**src/rtl/basic_gate_sweeper_if.sv**
```systemverilog
// Bundle between the gate sweeper and its neighbours: the start/busy/done request
// handshake and status on one side, and the gate block drive/result bus on the other.
interface basic_gate_sweeper_if;
  logic       start;
  logic       busy;
  logic       done;
  logic       pass;
  logic [6:0] err_mask;
  logic [7:0] err_count;
  logic [1:0] first_err_vec;
  logic       drv_in1;
  logic       drv_in2;
  logic       and_out;
  logic       or_out;
  logic       not_out;
  logic       nand_out;
  logic       nor_out;
  logic       xor_out;
  logic       xnor_out;

  modport master (
    output start, and_out, or_out, not_out, nand_out, nor_out, xor_out, xnor_out,
    input  busy, done, pass, err_mask, err_count, first_err_vec, drv_in1, drv_in2
  );

  modport slave (
    input  start, and_out, or_out, not_out, nand_out, nor_out, xor_out, xnor_out,
    output busy, done, pass, err_mask, err_count, first_err_vec, drv_in1, drv_in2
  );
endinterface

```
**src/rtl/basic_gate_sweeper.sv**
```systemverilog
// Sweeps the two-input gate block through all four input vectors REPEAT times,
// checks the seven gate results against golden values and reports a pass/fail summary.
module basic_gate_sweeper #(
  parameter int SETTLE_CYCLES = 1,
  parameter int REPEAT        = 1
) (
  input  logic                 clk,
  input  logic                 rst_n,
  basic_gate_sweeper_if.slave  bus
);

  typedef enum logic [2:0] {IDLE, DRIVE, SETTLE, SAMPLE, DONE} state_e;

  localparam int SW = $clog2(SETTLE_CYCLES + 2);
  localparam int RW = $clog2(REPEAT + 1);
  localparam logic [SW-1:0] SETTLE_LAST = SW'(SETTLE_CYCLES > 0 ? SETTLE_CYCLES - 1 : 0);
  localparam logic [RW-1:0] SWEEP_LAST  = RW'(REPEAT - 1);

  state_e          state_q, state_d;
  logic [1:0]      vec_q, vec_d;
  logic [RW-1:0]   sweep_q, sweep_d;
  logic [SW-1:0]   settle_q, settle_d;
  logic [1:0]      drv_q, drv_d;
  logic            busy_q, busy_d;
  logic            done_q, done_d;
  logic            pass_q, pass_d;
  logic [6:0]      err_mask_q, err_mask_d;
  logic [7:0]      err_count_q, err_count_d;
  logic [1:0]      first_err_vec_q, first_err_vec_d;
  logic            err_seen_q, err_seen_d;
  logic            start_prev_q, start_prev_d;

  logic            start_rise;
  logic            last_sample;
  logic            a, b;
  logic [6:0]      golden;
  logic [6:0]      observed;
  logic [6:0]      mismatch;

  // A request is its rising edge, so a start level held high launches only one sweep.
  assign start_rise  = bus.start & ~start_prev_q;
  assign last_sample = (vec_q == 2'd3) && (sweep_q == SWEEP_LAST);
  assign a           = vec_q[1];
  assign b           = vec_q[0];
  assign golden      = {~(a ^ b), a ^ b, ~(a | b), ~(a & b), ~a, a | b, a & b};
  assign observed    = {bus.xnor_out, bus.xor_out, bus.nor_out, bus.nand_out,
                        bus.not_out, bus.or_out, bus.and_out};
  assign mismatch    = observed ^ golden;

  always_ff @(posedge clk or negedge rst_n) begin
    if (!rst_n) begin
      state_q         <= IDLE;
      vec_q           <= '0;
      sweep_q         <= '0;
      settle_q        <= '0;
      drv_q           <= '0;
      busy_q          <= 1'b0;
      done_q          <= 1'b0;
      pass_q          <= 1'b0;
      err_mask_q      <= '0;
      err_count_q     <= '0;
      first_err_vec_q <= '0;
      err_seen_q      <= 1'b0;
      start_prev_q    <= 1'b0;
    end else begin
      state_q         <= state_d;
      vec_q           <= vec_d;
      sweep_q         <= sweep_d;
      settle_q        <= settle_d;
      drv_q           <= drv_d;
      busy_q          <= busy_d;
      done_q          <= done_d;
      pass_q          <= pass_d;
      err_mask_q      <= err_mask_d;
      err_count_q     <= err_count_d;
      first_err_vec_q <= first_err_vec_d;
      err_seen_q      <= err_seen_d;
      start_prev_q    <= start_prev_d;
    end
  end

  always_comb begin
    state_d = state_q;
    case (state_q)
      IDLE:    if (start_rise) state_d = DRIVE;
      DRIVE:   state_d = (SETTLE_CYCLES > 0) ? SETTLE : SAMPLE;
      SETTLE:  if (settle_q == SETTLE_LAST) state_d = SAMPLE;
      SAMPLE:  state_d = last_sample ? DONE : DRIVE;
      DONE:    state_d = IDLE;
      default: state_d = IDLE;
    endcase
  end

  always_comb begin
    vec_d           = vec_q;
    sweep_d         = sweep_q;
    settle_d        = settle_q;
    drv_d           = drv_q;
    busy_d          = busy_q;
    done_d          = 1'b0;
    pass_d          = pass_q;
    err_mask_d      = err_mask_q;
    err_count_d     = err_count_q;
    first_err_vec_d = first_err_vec_q;
    err_seen_d      = err_seen_q;
    start_prev_d    = bus.start;
    case (state_q)
      IDLE: begin
        if (start_rise) begin
          vec_d           = '0;
          sweep_d         = '0;
          busy_d          = 1'b1;
          pass_d          = 1'b0;
          err_mask_d      = '0;
          err_count_d     = '0;
          first_err_vec_d = '0;
          err_seen_d      = 1'b0;
        end
      end
      DRIVE: begin
        drv_d    = vec_q;
        settle_d = '0;
      end
      SETTLE: settle_d = settle_q + SW'(1);
      SAMPLE: begin
        // One count per mismatching vector, however many of its seven bits differ.
        if (|mismatch) begin
          err_mask_d  = err_mask_q | mismatch;
          err_count_d = (err_count_q == 8'hFF) ? err_count_q : err_count_q + 8'd1;
          if (!err_seen_q) begin
            first_err_vec_d = vec_q;
            err_seen_d      = 1'b1;
          end
        end
        if (!last_sample) begin
          vec_d = vec_q + 2'd1;
          if (vec_q == 2'd3) sweep_d = sweep_q + RW'(1);
        end
      end
      DONE: begin
        done_d = 1'b1;
        busy_d = 1'b0;
        pass_d = (err_count_q == 8'd0);
      end
      default: ;
    endcase
  end

  always_comb begin
    bus.drv_in1       = drv_q[1];
    bus.drv_in2       = drv_q[0];
    bus.busy          = busy_q;
    bus.done          = done_q;
    bus.pass          = pass_q;
    bus.err_mask      = err_mask_q;
    bus.err_count     = err_count_q;
    bus.first_err_vec = first_err_vec_q;
  end

endmodule

```
**src/flat_wrapper.sv**
```systemverilog
// flat-port wrapper written by rule: the top's interface ports become plain ports
module basic_gate_sweeper_flat 
#(
  parameter int SETTLE_CYCLES = 1,
  parameter int REPEAT        = 1
)
  (clk, rst_n, bus_start, bus_and_out, bus_or_out, bus_not_out, bus_nand_out, bus_nor_out, bus_xor_out, bus_xnor_out, bus_busy, bus_done, bus_pass, bus_err_mask, bus_err_count, bus_first_err_vec, bus_drv_in1, bus_drv_in2);
  basic_gate_sweeper_if bus_i ();
  input  logic clk;
  input  logic rst_n;
  input wire logic [$bits(bus_i.start)-1:0] bus_start;
  input wire logic [$bits(bus_i.and_out)-1:0] bus_and_out;
  input wire logic [$bits(bus_i.or_out)-1:0] bus_or_out;
  input wire logic [$bits(bus_i.not_out)-1:0] bus_not_out;
  input wire logic [$bits(bus_i.nand_out)-1:0] bus_nand_out;
  input wire logic [$bits(bus_i.nor_out)-1:0] bus_nor_out;
  input wire logic [$bits(bus_i.xor_out)-1:0] bus_xor_out;
  input wire logic [$bits(bus_i.xnor_out)-1:0] bus_xnor_out;
  output wire logic [$bits(bus_i.busy)-1:0] bus_busy;
  output wire logic [$bits(bus_i.done)-1:0] bus_done;
  output wire logic [$bits(bus_i.pass)-1:0] bus_pass;
  output wire logic [$bits(bus_i.err_mask)-1:0] bus_err_mask;
  output wire logic [$bits(bus_i.err_count)-1:0] bus_err_count;
  output wire logic [$bits(bus_i.first_err_vec)-1:0] bus_first_err_vec;
  output wire logic [$bits(bus_i.drv_in1)-1:0] bus_drv_in1;
  output wire logic [$bits(bus_i.drv_in2)-1:0] bus_drv_in2;
  assign bus_i.start = bus_start;
  assign bus_i.and_out = bus_and_out;
  assign bus_i.or_out = bus_or_out;
  assign bus_i.not_out = bus_not_out;
  assign bus_i.nand_out = bus_nand_out;
  assign bus_i.nor_out = bus_nor_out;
  assign bus_i.xor_out = bus_xor_out;
  assign bus_i.xnor_out = bus_xnor_out;
  assign bus_busy = bus_i.busy;
  assign bus_done = bus_i.done;
  assign bus_pass = bus_i.pass;
  assign bus_err_mask = bus_i.err_mask;
  assign bus_err_count = bus_i.err_count;
  assign bus_first_err_vec = bus_i.first_err_vec;
  assign bus_drv_in1 = bus_i.drv_in1;
  assign bus_drv_in2 = bus_i.drv_in2;
  basic_gate_sweeper #(.SETTLE_CYCLES(SETTLE_CYCLES), .REPEAT(REPEAT)) u_core (.clk(clk), .rst_n(rst_n), .bus(bus_i));
endmodule
```
**config.mk**
```make
export PLATFORM = sky130hd
export DESIGN_NAME = basic_gate_sweeper_flat
export DESIGN_NICKNAME = d
export VERILOG_FILES = /design/src/rtl/basic_gate_sweeper_if.sv /design/src/rtl/basic_gate_sweeper.sv /design/src/flat_wrapper.sv
export SDC_FILE = /design/constraint.sdc
export NUM_CORES = 1
export LEC_CHECK = 0
export ABC_AREA = 1
export ABC_CLOCK_PERIOD_IN_PS = 1900
export CAP_MARGIN = 20
export CORE_ASPECT_RATIO = 1.2
export CORE_MARGIN = 2
export CORE_UTILIZATION = 45
export DETAILED_ROUTE_END_ITERATION = 16
export GPL_TIMING_DRIVEN = 0
export PLACE_DENSITY = 0.71
export SYNTH_ARGS = -nofsm -noshare
export SYNTH_HDL_FRONTEND = slang
export SYNTH_SLANG_ARGS = --single-unit
```
**constraint.sdc**
```tcl
create_clock -name clk -period 1.9 [get_ports clk]
set_input_delay 0.475 -clock clk [delete_from_list [all_inputs] [get_ports clk]]
set_output_delay 0.475 -clock clk [all_outputs]
set_load 0.005 [all_outputs]
```
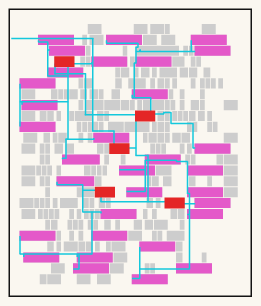
Fig. 1. Clock network drawn from the DEF.
Scale: 4 px per µm.
clock drivers -> red  # count 5
clock wires -> cyan  # length 431 µm
flip-flops -> magenta  # count 32
flops lie = spread over the die

==> impl_metrics.yaml <==
# flow metrics
floorplan:
  ios: 32
  core_area_um2: 3633
  num_rows: 24
  die_area_um2: 4294
  die_h_um: 71.39
setup_path:
  path_delay_family: "buffers and inverters"
  arrival_ns: 1.28
  crit_type: "flop to output port"
  slowest_delay_ns: 0.54
  reg2reg_depth: 11
  cp_num_buf_inv: 1
  cp_slowest_cell: "clkdlybuf4s50_1"
  r2r_start: "u_core.vec_q[1]$_DFFE_PN0P_"
  reg2reg_slack_ns: 0.16
  crit_required_ns: 1.42
  worst-path-max-fanout: 7
  endpoint_kind: "output port"
grt:
  grt_usage_pct: 17.84
  grt_use_met3_pct: 4.513
  use_met1_pct: 21.52
  use_met2_pct: 29.47
  grt_pass1_wl_um: 5720
  grt_pass1_vias: 1340
final_layout:
  fin_area_um2: 2186
  area_growth_pct: 28.36
  n_antenna_cell: 0
  final_layout_size_suffix_gt1_share_pct: 8.880
  finish.net_count: 274
routing:
  wire_per_inst_um: 10.87
  vias: 1476
  drt-initial-drc-count: 68
synth:
  synth_seq_share_pct: 47.02
  synth_area_um2: 1703
  synth_chip_area_um2: 1703
  syn_inst: 220
  synth_flops: 32
  yosys_warnings: 0
cts:
  cts_buffers: 5
  root_buffer: "clkbuf_8"
  cts.sinks: 32
  cts_tree: "yes"
  cts.htree.levels: 2
  hold_buffers: 0
  postCtsSetupBuffers: 0
placement:
  hpwl_um: 2449
  gp_congestion: 0.8222
  io_buffers: 31
  dp_worst_setup_slack_ns: -0.09813
run_status:
  status: "completed"
final_timing:
  maxSlewViolCount: 0
  grt_setup_unrepaired: "false"
  finalCriticalPeriod_ns: 1.759
  period_used_pct: 92.60
  setup_violations: 0
  skew_ns: 0.002074
  fmax_mhz: 568.4
  worst_slew_pin_slew_ns: 0.7127
run:
  warning_count: 29
  drv_cap: 0
power:
  peakVddDrop_mv: 0.6393
  powerDensity_nw_per_um2: 1357
min_path:
  hp-class: "input port to async pin"
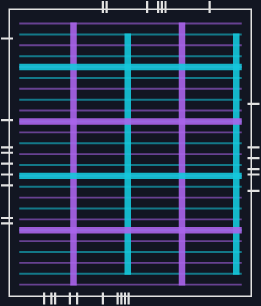
Fig. 2. Supply network.
Scale: 4 px per µm. Pins as bars on the die edge.
VDD -> cyan
VSS -> purple
met1 rails = 25
signal pins = 32

==> cell families (layout without fill, tap and decap cells) <==
group | after synthesis | count (layout) | share of synthesized area, %
buf+inv | 35 | 74 | 8.450
simple gates | 121 | 121 | 31.89
flops | 32 | 32 | 47.02
fa+ha+maj | 6 | 6 | 4.408
xor+xnor | 2 | 2 | 1.029
compound gates | 24 | 24 | 7.201
==> flip-flops by register name (all words and copies together) (netlist names) <==
name	cells
u_core.err_seen_q	1
u_core.bus.done	1
u_core.bus.err_mask	7
u_core.bus.busy	1
u_core.bus.err_count	8
u_core.vec_q	2
u_core.state_q	3
u_core.bus.first_err_vec	2
u_core.bus.pass	1
u_core.settle_q	2
u_core.sweep_q	1
u_core.drv_q	2
u_core.start_prev_q	1
==> metrics by stage <==
step	power, mW	TNS (ns)	util [%]	cells
finish	2.965	0	60.16	311
global route	3.204	0	60.16	311
CTS	3.000	0	60.02	311
detailed placement	2.341	-1.125	57.06	303
global placement	2.320	-9.332	57.20	303
floorplan	1.806	0	-	220
==> worst max-delay path by stage <==
| stage | cells past startpoint | startpoint | endpoint |
|---|---|---|---|
| final | 1 | u_core.bus.err_count[2]$_DFFE_PN0P_ | bus_err_count[2] |
| after global routing | 11 | u_core.vec_q[1]$_DFFE_PN0P_ | u_core.bus.err_count[0]$_DFFE_PN0P_ |
| after CTS | 10 | u_core.vec_q[1]$_DFFE_PN0P_ | u_core.bus.err_mask[1]$_DFFE_PN0P_ |
| after detailed placement | 8 | bus_start | u_core.bus.err_count[6]$_DFFE_PN0P_ |
| after global placement | 1 | rst_n | u_core.bus.err_count[7]$_DFFE_PN0P_ |
| after floorplan | 11 | u_core.vec_q[0]$_DFFE_PN0P_ | u_core.bus.err_count[5]$_DFFE_PN0P_ |
==> where the power goes <==
group | switching (mW) | internal (mW) | leakage, nW | total [mW]
registers | 0.184 | 0.919 | 0.406 | 1.10
clock network | 0.249 | 0.389 | 0.0552 | 0.638
logic | 0.642 | 0.582 | 0.619 | 1.22
total | 1.08 | 1.89 | 1.08 | 2.97
==> layout make-up <==
type,count,area [µm²]
Clock inverter,2,35.03
Buffer,3,23.77
Inverter,32,120.1
Multi-Input combinational cell,153,760.7
Tap cell,52,65.06
Fill cell,340,1448
Timing Repair Buffer,31,305.3
Clock buffer,6,72.57
Sequential cell,32,803.3
==> synthesized netlist by cell type <==
cell type,number,area share [%]
dfrtp_1,32,47
nand3_1,8,2.4
xor2_1,2,1.0
or2_2,1,0.37
nand3_2,1,0.59
a31oi_1,1,0.37
o21ai_0,18,5.3
nand3_4,1,1.0
buf_2,1,0.29
nand4_1,11,4.0
ha_1,6,4.4
nor3_1,1,0.29
nand2_2,3,1.1
nor4_1,1,0.37
buf_4,1,0.44
buf_6,1,0.66
nand2_4,1,0.66
nand2_1,77,17
inv_1,32,7.1
o22ai_1,1,0.37
nor2_1,14,3.1
nor2_2,1,0.37
nor2_4,1,0.66
a21oi_1,4,1.2
==> layer usage <==
layer / wire length [µm] / share of wire (%) / vias to the layer above
met2: 1688 / 50 / 28
li1: - / - / 777
met5: 0 / 0 / -
met3: 120 / 3.6 / 6
met1: 1526 / 45 / 665
met4: 44 / 1.3 / 0
No activity file was given, so power comes from the tool's default toggle rates.
